==> config.mk <==
export PLATFORM = sky130hd
export DESIGN_NAME = v_wb_packer
export DESIGN_NICKNAME = d
export VERILOG_FILES = /design/src/rtl/v_pkg.sv /design/src/rtl/v_wb_be_gen.sv /design/src/rtl/v_wb_packer.sv
export SDC_FILE = /design/constraint.sdc
export NUM_CORES = 1
export LEC_CHECK = 0
export ABC_AREA = 1
export CAP_MARGIN = 10
export CORE_MARGIN = 1.5
export CORE_UTILIZATION = 39
export DETAILED_ROUTE_END_ITERATION = 12
export SLEW_MARGIN = 10
export SYNTH_ARGS = -nofsm -noshare
export SYNTH_HDL_FRONTEND = slang
export SYNTH_SLANG_ARGS = --single-unit
==> constraint.sdc <==
create_clock -name clk -period 2.2 [get_ports clk]
set_clock_uncertainty 0.15 [all_clocks]
set_input_delay 0.33 -clock clk [delete_from_list [all_inputs] [get_ports clk]]
set_output_delay 0.33 -clock clk [all_outputs]
set_load 0.005 [all_outputs]
==> src/rtl/v_pkg.sv <==
// Shared types, sizing constants and helpers for the vector writeback packer.
package v_pkg;

  localparam int VLEN           = 512;
  localparam int ELEN           = 32;
  localparam int WB_W           = 128;
  localparam int BEATS_PER_WORD = WB_W / ELEN;
  localparam int WORDS          = VLEN / WB_W;
  localparam int VLEN_BYTES     = VLEN / 8;

  typedef enum logic [2:0] {
    SEW8  = 3'b000,
    SEW16 = 3'b001,
    SEW32 = 3'b010
  } sew_e;

  typedef enum logic [1:0] {
    IDLE    = 2'd0,
    COLLECT = 2'd1,
    DRAIN   = 2'd2
  } wb_state_e;

  // Forces every byte flagged in fill to all-ones, other bytes pass through.
  function automatic logic [127:0] fill_tail(input logic [127:0] data, input logic [15:0] fill);
    logic [127:0] res;
    res = data;
    for (int i = 0; i < 16; i++) begin
      if (fill[i]) begin
        res[8*i +: 8] = 8'hFF;
      end else begin
        res[8*i +: 8] = data[8*i +: 8];
      end
    end
    return res;
  endfunction

endpackage

==> src/rtl/v_wb_be_gen.sv <==
// Byte-enable / tail-fill generator for one writeback word from the bytes still owed to vd.
// Build option: V_WB_TAIL_AGNOSTIC_EN selects tail-agnostic enables and all-ones tail fill.
module v_wb_be_gen (
  input  logic [6:0]  remaining_bytes,
  output logic [15:0] wb_be,
  output logic [15:0] tail_fill
);

  logic [15:0] byte_mask_s;

  // Thermometer mask: byte i belongs to the vector when i < remaining_bytes.
  always_comb begin
    byte_mask_s = 16'h0000;
    for (int i = 0; i < 16; i++) begin
      if (7'(i) < remaining_bytes) begin
        byte_mask_s[i] = 1'b1;
      end else begin
        byte_mask_s[i] = 1'b0;
      end
    end
  end

`ifdef V_WB_TAIL_AGNOSTIC_EN
  assign wb_be     = 16'hFFFF;
  assign tail_fill = ~byte_mask_s;
`else
  assign wb_be     = byte_mask_s;
  assign tail_fill = 16'h0000;
`endif

endmodule

==> src/rtl/v_wb_packer.sv <==
// Packs 32-bit lane results into 128-bit vector register writeback words with tail byte enables.
// Build option: define V_WB_TAIL_AGNOSTIC_EN for tail-agnostic writeback of the final partial word.
module v_wb_packer
  import v_pkg::*;
(
  input  logic         clk,
  input  logic         rst,
  input  logic         start,
  input  logic [4:0]   vd,
  input  logic [6:0]   vl,
  input  logic [2:0]   vsew,
  input  logic         sel_mul,
  input  logic [31:0]  result_valu,
  input  logic [31:0]  result_vmul,
  input  logic         res_valid,
  output logic         res_ready,
  output logic         wb_valid,
  input  logic         wb_ready,
  output logic [4:0]   wb_addr,
  output logic [1:0]   wb_word,
  output logic [127:0] wb_data,
  output logic [15:0]  wb_be,
  output logic         busy,
  output logic         done,
  output logic         err
);

  wb_state_e    state_r, state_nxt_s;
  logic         sel_mul_r;
  logic [4:0]   beats_left_r;
  logic [6:0]   bytes_left_r;
  logic [1:0]   beat_idx_r;
  logic [1:0]   word_idx_r;
  logic [127:0] acc_r;
  logic         wb_valid_r, busy_r, done_r, err_r;
  logic [4:0]   wb_addr_r;
  logic [1:0]   wb_word_r;
  logic [127:0] wb_data_r;
  logic [15:0]  wb_be_r;

  logic [8:0]   total_bytes_s;
  logic         sew_ok_s, legal_s, start_ok_s;
  logic [4:0]   start_beats_s;
  logic         res_ready_s, beat_fire_s, last_beat_s, word_done_s;
  logic [31:0]  beat_data_s;
  logic [127:0] word_s, word_out_s;
  logic [15:0]  be_s, tail_fill_s;

  v_wb_be_gen u_be_gen (
    .remaining_bytes (bytes_left_r),
    .wb_be           (be_s),
    .tail_fill       (tail_fill_s)
  );

  // Start decode: group size in bytes/beats and legality against the register width.
  always_comb begin
    total_bytes_s = 9'd0;
    sew_ok_s      = 1'b0;
    case (vsew)
      SEW8: begin
        total_bytes_s = {2'b00, vl};
        sew_ok_s      = 1'b1;
      end
      SEW16: begin
        total_bytes_s = {1'b0, vl, 1'b0};
        sew_ok_s      = 1'b1;
      end
      SEW32: begin
        total_bytes_s = {vl, 2'b00};
        sew_ok_s      = 1'b1;
      end
      default: begin
        total_bytes_s = 9'd0;
        sew_ok_s      = 1'b0;
      end
    endcase
    legal_s       = sew_ok_s && (total_bytes_s <= 9'(VLEN_BYTES));
    start_beats_s = 5'((total_bytes_s + 9'd3) >> 2);
    start_ok_s    = start && (state_r == IDLE);
  end

  // Beat acceptance and assembly; a stalled output word blocks new beats.
  always_comb begin
    res_ready_s = (state_r == COLLECT) && !(wb_valid_r && !wb_ready);
    beat_fire_s = res_ready_s && res_valid;
    last_beat_s = (beats_left_r == 5'd1);
    word_done_s = beat_fire_s && ((beat_idx_r == 2'd3) || last_beat_s);
    if (sel_mul_r) begin
      beat_data_s = result_vmul;
    end else begin
      beat_data_s = result_valu;
    end
    word_s = acc_r;
    word_s[{beat_idx_r, 5'd0} +: 32] = beat_data_s;
    word_out_s = fill_tail(word_s, tail_fill_s);
  end

  // Next-state logic.
  always_comb begin
    state_nxt_s = state_r;
    case (state_r)
      IDLE: begin
        if (start_ok_s && legal_s && (start_beats_s != 5'd0)) begin
          state_nxt_s = COLLECT;
        end else begin
          state_nxt_s = IDLE;
        end
      end
      COLLECT: begin
        if (beat_fire_s && last_beat_s) begin
          state_nxt_s = DRAIN;
        end else begin
          state_nxt_s = COLLECT;
        end
      end
      DRAIN: begin
        if (wb_valid_r && wb_ready) begin
          state_nxt_s = IDLE;
        end else begin
          state_nxt_s = DRAIN;
        end
      end
      default: state_nxt_s = IDLE;
    endcase
  end

  // State register.
  always_ff @(posedge clk) begin
    if (rst) begin
      state_r <= IDLE;
    end else begin
      state_r <= state_nxt_s;
    end
  end

  // Group context, word accumulator and registered writeback/status outputs.
  always_ff @(posedge clk) begin
    if (rst) begin
      sel_mul_r    <= 1'b0;
      beats_left_r <= 5'd0;
      bytes_left_r <= 7'd0;
      beat_idx_r   <= 2'd0;
      word_idx_r   <= 2'd0;
      acc_r        <= 128'd0;
      wb_valid_r   <= 1'b0;
      wb_addr_r    <= 5'd0;
      wb_word_r    <= 2'd0;
      wb_data_r    <= 128'd0;
      wb_be_r      <= 16'h0000;
      busy_r       <= 1'b0;
      done_r       <= 1'b0;
      err_r        <= 1'b0;
    end else begin
      done_r <= 1'b0;
      err_r  <= 1'b0;
      busy_r <= (state_nxt_s != IDLE);
      if (start_ok_s) begin
        if (!legal_s) begin
          err_r <= 1'b1;
        end else if (start_beats_s == 5'd0) begin
          done_r <= 1'b1;
        end else begin
          wb_addr_r    <= vd;
          sel_mul_r    <= sel_mul;
          beats_left_r <= start_beats_s;
          bytes_left_r <= total_bytes_s[6:0];
          beat_idx_r   <= 2'd0;
          word_idx_r   <= 2'd0;
          acc_r        <= 128'd0;
        end
      end
      if (beat_fire_s) begin
        beats_left_r <= beats_left_r - 5'd1;
        if (word_done_s) begin
          acc_r      <= 128'd0;
          beat_idx_r <= 2'd0;
          word_idx_r <= word_idx_r + 2'd1;
          wb_data_r  <= word_out_s;
          wb_be_r    <= be_s;
          wb_word_r  <= word_idx_r;
          if (bytes_left_r > 7'd16) begin
            bytes_left_r <= bytes_left_r - 7'd16;
          end else begin
            bytes_left_r <= 7'd0;
          end
        end else begin
          acc_r      <= word_s;
          beat_idx_r <= beat_idx_r + 2'd1;
        end
      end
      if (word_done_s) begin
        wb_valid_r <= 1'b1;
      end else if (wb_valid_r && wb_ready) begin
        wb_valid_r <= 1'b0;
      end
      if ((state_r == DRAIN) && wb_valid_r && wb_ready) begin
        done_r <= 1'b1;
      end
    end
  end

  assign res_ready = res_ready_s;
  assign wb_valid  = wb_valid_r;
  assign wb_addr   = wb_addr_r;
  assign wb_word   = wb_word_r;
  assign wb_data   = wb_data_r;
  assign wb_be     = wb_be_r;
  assign busy      = busy_r;
  assign done      = done_r;
  assign err       = err_r;

endmodule

==> notes.md, run 1 <==
Flow results are below.

- The post-CTS repair timing setup buffer count is 2, for reference.
- The cell at the root of the clock tree is sky130_fd_sc_hd__clkbuf_16, for reference.
- The leakage power is about 7.3 nW, for reference.
- The clock latency of the later-clocked register in the worst-skew pair is 0.53 ns, for reference.
- Per the finish-stage timing summary, setup violations number 0.
- The number of synthesized register bits is about 300, for reference.
- The launch instance of the worst min-delay path is vd[3], for reference.
- The endpoint class of the critical path is a flop, for reference.
- The timing startpoint of the critical path is vl[2], for reference.
- The number of warnings reported in the stage logs is 36.
- The startpoint identified for the worst register-to-register timing path is sel_mul_r$_SDFFE_PP0P_.
- For the pin with the worst max-slew slack, the measured transition is 0.783 ns.
- The signal on the critical path passes through clkdlybuf4s50_1, nand4_1, nand3_2, nand2_1, nor2_2, nand2_1, nand2_2, nand3_4, nand2_8, nand2_8, inv_16, bufbuf_16, nand2_2, a21oi_2.
- The via count of the first global-routing pass is around 13000, for reference.
- The max capacitance violation total is 0, for reference.
- The net switching power of the design is between 3 and 4 mW, for reference.
- The max-slew headroom at the worst pin is 0.478, for reference.
- The hold-fix buffer count after cts is 1, for reference.
- The fraction of power consumed by the clock network is 0.459, for reference.
- Relative to the synthesized area, the layout overhead comes to 35.0%.
- The critical path is of the input port to flop type.
- The number of antenna diodes in the final layout is 0.
- In this run the cell area of the synthesized design comes to 0.0140 mm2.
- The final weighted congestion in routability-driven placement is 0.853, for reference.
- The dominant synthesized flop cell is sky130_fd_sc_hd__dfxtp_1, for reference.
- Of the total power, combinational logic draws 0.115.
- The initial utilization of the core area, before any placement, comes to 0.394.
- STA reports a reg2reg setup slack of around 0.11 ns.
- In the final report, the number of pins over their slew limit comes to 0.
- Per the post-route antenna check, the number of violating nets is 0.
- The final instance count without filler cells is around 2700, for reference.
- On the critical path the largest part of the delay comes from simple AND/OR/NAND/NOR gates.
- The worst reg-to-reg path cell count is 9, for reference.
- The via density per instance is between 5 and 6, for reference.
- The final net count is ~2300, for reference.
- The pre-CTS setup check shows a worst slack of -0.777 ns.
- In this run the power density over the cells is a little under 700 mW/mm2.
- The endpoint identified for the worst register-to-register timing path is acc_r[41]$_SDFFE_PP0P_.
- The number of hold violations in the final report is 0, for reference.
- The area of all placed cells without fillers is 0.0188 mm2, for reference.
- At the end of the flow the core is filled with cells to 0.532.
- The proportion of register bits with asynchronous set or reset after synthesis is 0, for reference.
- The floorplan step set the die width to 192 um.
- Entering global routing, the biggest net connects about 110 pins.
- The maximum vdd ir drop is around 0.00042 V, for reference.
- After layout, the minimum clock period comes to around 2.1 ns.
- The starting DRC count in detailed routing is about 1200, for reference.
- The total cells reported by yosys after synthesis is around 2000, for reference.
- The Yosys chip area is roughly 0.014 mm2, for reference.
- The clock transition at the register clock pins on the worst setup and hold paths after CTS is 0.06 ns, for reference.
- The run finished with clean final reports.
- The number of clock sinks seen by CTS is between 300 and 400, for reference.
- The CTS report gives the tree buffer count as 35.
- According to the timing report, the arrival time at the worst endpoint equals 2.43 ns.
- The final worst-path cycle share is 0.967, for reference.
- The TritonCTS clock tree is yes, for reference.
- The initial antenna violation count was 0.
==> run 1: cell type report <==
type                       instances  area [um2]  area share
timing repair inverter             1        11.3    0.000598
clock inverter                    17         201      0.0107
multi-input combinational       1307        6590       0.350
clock buffer                      47         971      0.0515
sequential                       302        6050       0.321
tap                              461         577      0.0306
inverter                         200         772      0.0410
timing repair buffer             352        3670       0.195
==> run 1: cells in the mapped netlist (5+ instances only) <==
cell type	n	area share
sky130_fd_sc_hd__o21ai_0	159	0.057
sky130_fd_sc_hd__nand4_1	7	0.0031
sky130_fd_sc_hd__nand3_1	70	0.025
sky130_fd_sc_hd__dfxtp_1	302	0.43
sky130_fd_sc_hd__buf_12	8	0.011
sky130_fd_sc_hd__buf_2	8	0.0029
sky130_fd_sc_hd__nor2_1	264	0.071
sky130_fd_sc_hd__nand2_2	74	0.033
sky130_fd_sc_hd__a21oi_2	70	0.044
sky130_fd_sc_hd__a21oi_1	120	0.043
sky130_fd_sc_hd__buf_1	11	0.0030
sky130_fd_sc_hd__nand2_1	377	0.10
sky130_fd_sc_hd__clkbuf_1	116	0.031
sky130_fd_sc_hd__o22ai_1	98	0.044
sky130_fd_sc_hd__ha_1	10	0.0090
sky130_fd_sc_hd__a31oi_1	33	0.015
sky130_fd_sc_hd__nor3_1	5	0.0018
sky130_fd_sc_hd__inv_1	196	0.053
==> run 1: worst min-delay path by stage <==
stage	to	slack [ns]	depth (start not counted)
floorplan	acc_r[123]$_SDFFE_PP0P_	0.29	2
global placement	acc_r[40]$_SDFFE_PP0P_	0.30	2
detailed placement	acc_r[12]$_SDFFE_PP0P_	0.30	2
CTS	wb_addr[3]$_SDFFE_PP0P_	0.28	3
global route	wb_addr[2]$_SDFFE_PP0P_	0.31	3
finish	wb_addr[3]$_SDFFE_PP0P_	0.29	3
==> run 1: flip-flops by register name (all words and copies together) (netlist names), 5 cells and up <==
signal and cells:
bytes_left_r 7, beats_left_r 5, acc_r 128, wb_be 16, wb_addr 5, wb_data 128
==> run 1: cells by family after synthesis <==
kind of cell    synth area share
simple gates               0.246
compound gates             0.204
buf+inv                    0.105
flops                      0.433
fa+ha+maj                0.00896
xor+xnor                 0.00314
==> run 1: worst register-to-register path, delay by kind of cell, from the launching register on <==
| kind | cells | cell delay, ns |
|---|---|---|
| and+or+nand+nor | 4 | 0.73 |
| buffers and inverters | 3 | 0.43 |
| AOI/OAI and AO/OA | 2 | 0.37 |
| DFF | 1 | 0.33 |
==> run 1: per-layer routing <==
metal  up-vias  global-route usage  part of all wire
met1      6487               0.332              0.44
met5         -                   0                 0
met4         0              0.0888             0.035
met3        95              0.0473             0.066
met2       422               0.392              0.46
li1       6810                   -                 -
==> run 1: power groups by stage <==
stage / Sequential, mW / Combinational [mW] / Clock, mW
2_1_floorplan: 5.66 / 0.756 / 0
3_3_place_gp: 5.67 / 1.39 / 0
3_5_place_dp: 5.67 / 1.39 / 0
4_1_cts: 5.55 / 1.48 / 6.09
5_1_grt: 5.55 / 1.60 / 6.28
6_report: 5.55 / 1.50 / 5.97
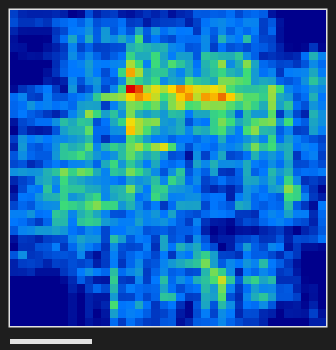
Fig. 1. Wire density map (run 1).
Bar = 50 um. 38 x 38 tiles, from dark blue (low) to red (high), scaled to the fullest tile. Values are wire area over tile area, all layers added.
fullest tile: 0.83
densest ninth of the die: top centre
emptiest ninth of the die: lower left
tiles over half the peak: 7.4%
nearly empty tiles: 8.9%
total global routing track utilization: 0.247
post-DR wirelength/cell: 17.3 um
total via count in the routed design: 13800

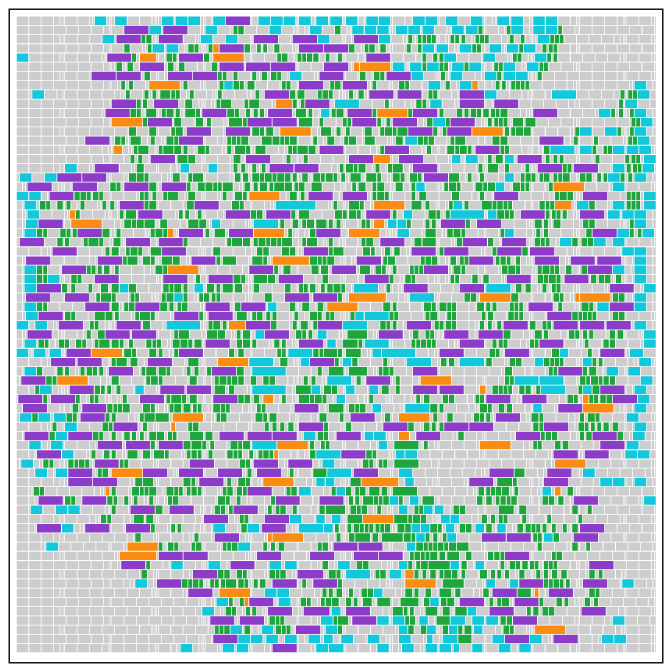
Fig. 2. Placed cells, one colour a class (run 1).
Fill, decap, tap and diode cells in grey.
[sequential cells] purple | cells: 302 | share of their area: 33%
[remaining logic cells] green | cells: 1508 | share of their area: 40%
[remaining buffers and delay cells] cyan | cells: 352 | share of their area: 20%
[clock drivers and dummy loads] orange | cells: 64 | share of their area: 6.4%
fraction of standard cell area that is sequential: 0.321
floorplan core area: 0.0354 mm2

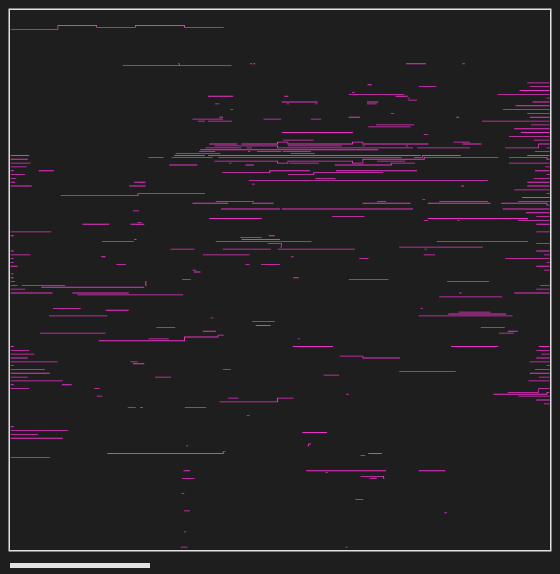
Fig. 3. Signal wires on met3 (run 1).
Bar = 50 um.
nets with wire on the layer: 201
wire length on this layer: 3080 um
longest straight run: 84.9 um
share of all routed wire: 6.6%
main direction: horizontal

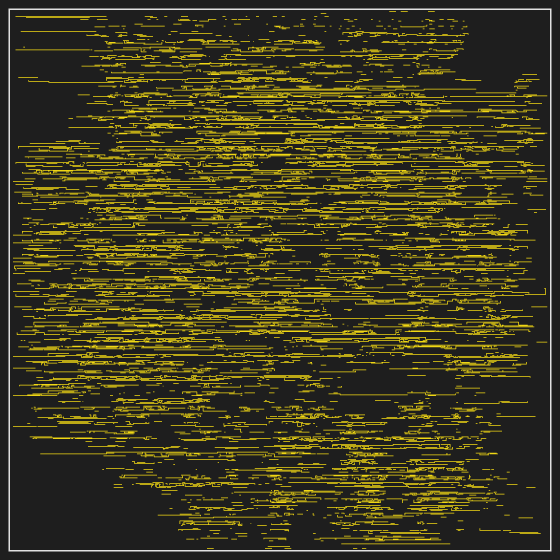
Fig. 4. Metal 1 (run 1).
longest straight run: 106 um
share of all routed wire: 44%
nets with wire on the layer: 2127
detailed-route wire length: 46600 um
met1 usage in global routing: 0.332

Fig. 5: run 1, clock wiring as the flow saved it
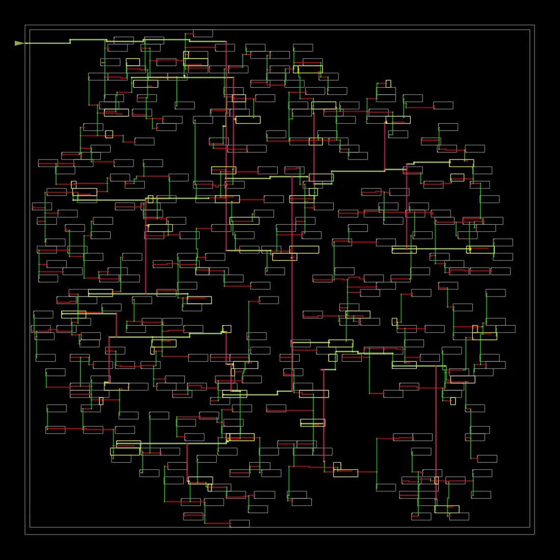

==> run 1 -> run 2 <==
--- a/config.mk
+++ b/config.mk
@@ -6,6 +6,7 @@
 export NUM_CORES = 1
 export LEC_CHECK = 0
 export ABC_AREA = 1
+export ABC_CLOCK_PERIOD_IN_PS = 2250
 export CAP_MARGIN = 10
 export CORE_MARGIN = 1.5
 export CORE_UTILIZATION = 39
==> constraint.sdc (replaced) <==
create_clock -name clk -period 2.25 [get_ports clk]
set_clock_uncertainty 0.15 [all_clocks]
set_input_delay 0.3375 -clock clk [delete_from_list [all_inputs] [get_ports clk]]
set_output_delay 0.3375 -clock clk [all_outputs]
set_load 0.005 [all_outputs]
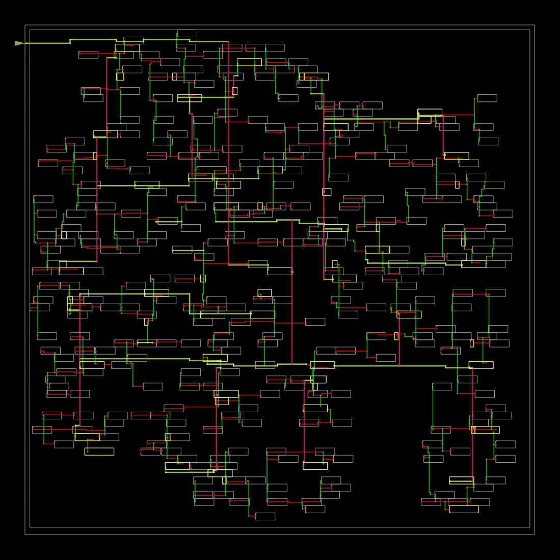
Fig. 6. Clock wiring as the flow saved it (run 2).
clk_lat worst skew: 0.52 ns
power dissipated in the clock network: 5.68 mW
number of clock buffers in the layout: 49
Num CTS Buffers: 35
number of sinks driven by the clock tree: 302

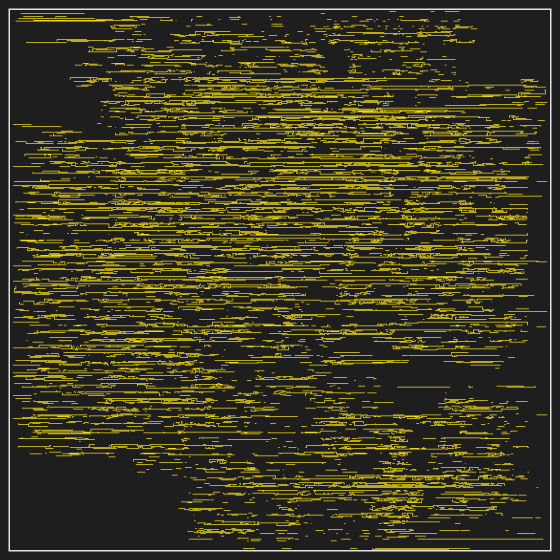
Fig. 7. Metal 1 (run 2).
wire length on this layer: 20.8 mm
longest straight run: 72.7 um
nets with wire on the layer: 2147
main direction: horizontal
met1 usage in global routing: 0.326
total via count in the routed design: 13700
detailed-route wire length: 46200 um

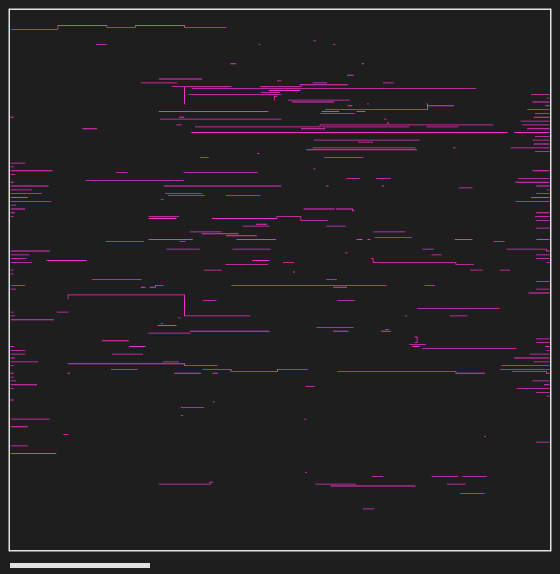
Fig. 8. Signal wires on met3 (run 2).
Bar = 50 um.
wire length on this layer: 2630 um
main direction: horizontal

==> run 2 against run 1 <==
  * Flip-flop count unchanged
  * Via count down 1.0%
  * Cell count increased by 0.52%
  * Largest cell class unchanged
  * Combinational power down 3%
  * Synthesized area did not move
  * Die size did not move
==> notes.md, run 2 <==
Flow results are below.

- The commonest cells after synthesis are sky130_fd_sc_hd__nand2_1, sky130_fd_sc_hd__dfxtp_1, sky130_fd_sc_hd__nor2_1, sky130_fd_sc_hd__inv_1, sky130_fd_sc_hd__o21ai_0.
- The total cells reported by yosys after synthesis is 1954, for reference.
- The post-detailed-route count of antenna-violating nets is 0, for reference.
- The critical path class is input port to flop, for reference.
- The number of hold violations in the final report is 0, for reference.
- The global routing usage summed across all routing layers is 0.244, for reference.
- For the worst setup path, the data arrival time is 2.40 ns.
- Across the VDD grid, the largest voltage drop is between 0.0004 and 0.0005 V.
- The synthesized netlist has a Yosys-reported chip area of roughly 0.014 mm2.
- The synthesis stat section lists a flop and latch total of 302.
- The max capacitance violation total is 0, for reference.
- The hold-fix buffer count after cts is 0, for reference.
- In the synthesized netlist the async set-or-reset flop fraction comes to 0.
- The slew of the pin with the lowest slew margin is slightly above 0.8 ns, for reference.
- The final antenna diode tally reported by the flow is 0.
- The final weighted congestion in routability-driven placement is between 0.8 and 0.9, for reference.
- The flow ran to the end, and the final reports show no timing, DRC or antenna violations.
- The final-report max-slew violation count is 0, for reference.
- Per the finish-stage timing summary, setup violations number 0.
- The final worst-path cycle share is 0.971, for reference.
- The multi-input combinational cells in the finished layout cover a total of between 0.006 and 0.007 mm2.
- The clock transition at the register clock pins on the worst setup and hold paths after CTS is about 0.05 ns, for reference.
- The via count of the first global-routing pass is ~13000, for reference.
- The number of logged tool warnings is 38, for reference.
- Measured in cells, the most critical reg-to-reg path has a length of 7.
- Traced cell by cell, the critical path runs through clkdlybuf4s50_1, nand4_1, nand3_2, inv_2, nand4_1, nand2_1, nand2_1, nor2_4, nand2_8, nand2_8, clkinv_8, clkbuf_16, nand2_2, a21oi_2.
- Detailed-route iteration 0 reported a violation count of between 900 and 1000.
- The core region area is ~0.035 mm2, for reference.
- From synthesis to final layout, the design area changed by 35.8%.
- The cell at the root of the clock tree is sky130_fd_sc_hd__clkbuf_16, for reference.
- The horizontal die size is 192 um, for reference.
- The worst slack at placement is -0.658 ns, for reference.
- The leakage power in the latest report is between 7 and 8 nW.
- The summed instance area of the synthesized netlist is around 0.014 mm2, for reference.
- The layout report lists the combined flip-flop and latch area as slightly above 0.006 mm2.
- The max-slew headroom at the worst pin is 0.449, for reference.
- In the hold timing report, the worst path depth is 2.
- The finished design was reported to have a net count of roughly 2300.
==> run 2: cell counts after synthesis <==
Identical to the previous run, type by type.
==> run 2: logic make-up (layout without fill, tap and decap cells) <==
family                     Yosys count  after routing  share of synthesized area
buffers and inverters              346            631                      0.105
AOI/OAI and AO/OA                  482            482                      0.204
DFF                                302            302                      0.433
and+or+nand+nor                    809            810                      0.246
xor gates and xnor gates             5              5                    0.00314
adders and majority gates           10             10                    0.00896
==> run 2: layout make-up <==
type	count	area share
clock inverters	15	0.00884
inverters	200	0.0405
clock buffers	49	0.0517
repair buffers	367	0.203
multi-input cells	1307	0.347
flip-flops and latches	302	0.319
well taps	461	0.0304
==> run 2: worst paths after layout <==
kind	startpoint	to	slack (ns)
hold reg to reg	acc_r[43]$_SDFFE_PP0P_	acc_r[43]$_SDFFE_PP0P_	0.31
hold / removal	rst	acc_r[13]$_SDFFE_PP0P_	0.03
setup reg to reg	sel_mul_r$_SDFFE_PP0P_	acc_r[104]$_SDFFE_PP0P_	0.17
setup / recovery	vl[1]	acc_r[114]$_SDFFE_PP0P_	0.07
==> run 2: power by group <==
group / internal, mW / switching (mW) / leakage [nW]
clock: 3.40 / 2.27 / 0.566
combinational: 0.563 / 0.883 / 4.30
sequential: 5.40 / 0.0301 / 2.43
total: 9.36 / 3.18 / 7.30
==> run 2: per-stage QoR <==
stage / cells / utilization / setup TNS (ns) / hold slack, ns
floorplan: 1954 / - / -3.16 / 0.289
global placement: 2631 / 0.498 / -94.06 / 0.296
detailed placement: 2631 / 0.498 / -102.41 / 0.301
CTS: 2698 / 0.533 / 0 / 0.0282
global route: 2701 / 0.536 / -0.530 / 0.0403
finish: 2701 / 0.536 / 0 / 0.0345
==> run 2: what timing repair did <==
action / CTS / global route
resized: 10 / 17
setup endpoints to repair: 139 / 83
pin swaps: 1 / 1
cloned: 3 / 1
setup buffers: 0 / 2
==> run 2: critical path, delay by kind of cell <==
kind	cells	cell delay [ns]
buffers and inverters	4	0.98
and+or+nand+nor	9	1.02
AOI/OAI and AO/OA	1	0.04
==> run 2: routing by layer <==
metal | GRT usage | share of wire | vias up
met4 | 0.0719 | 0.028 | 0
met5 | 0 | 0 | -
li1 | - | - | 6843
met3 | 0.0411 | 0.057 | 70
met2 | 0.403 | 0.47 | 370
met1 | 0.326 | 0.45 | 6390
Power figures rest on the tool's default switching activity, not on a simulated workload.
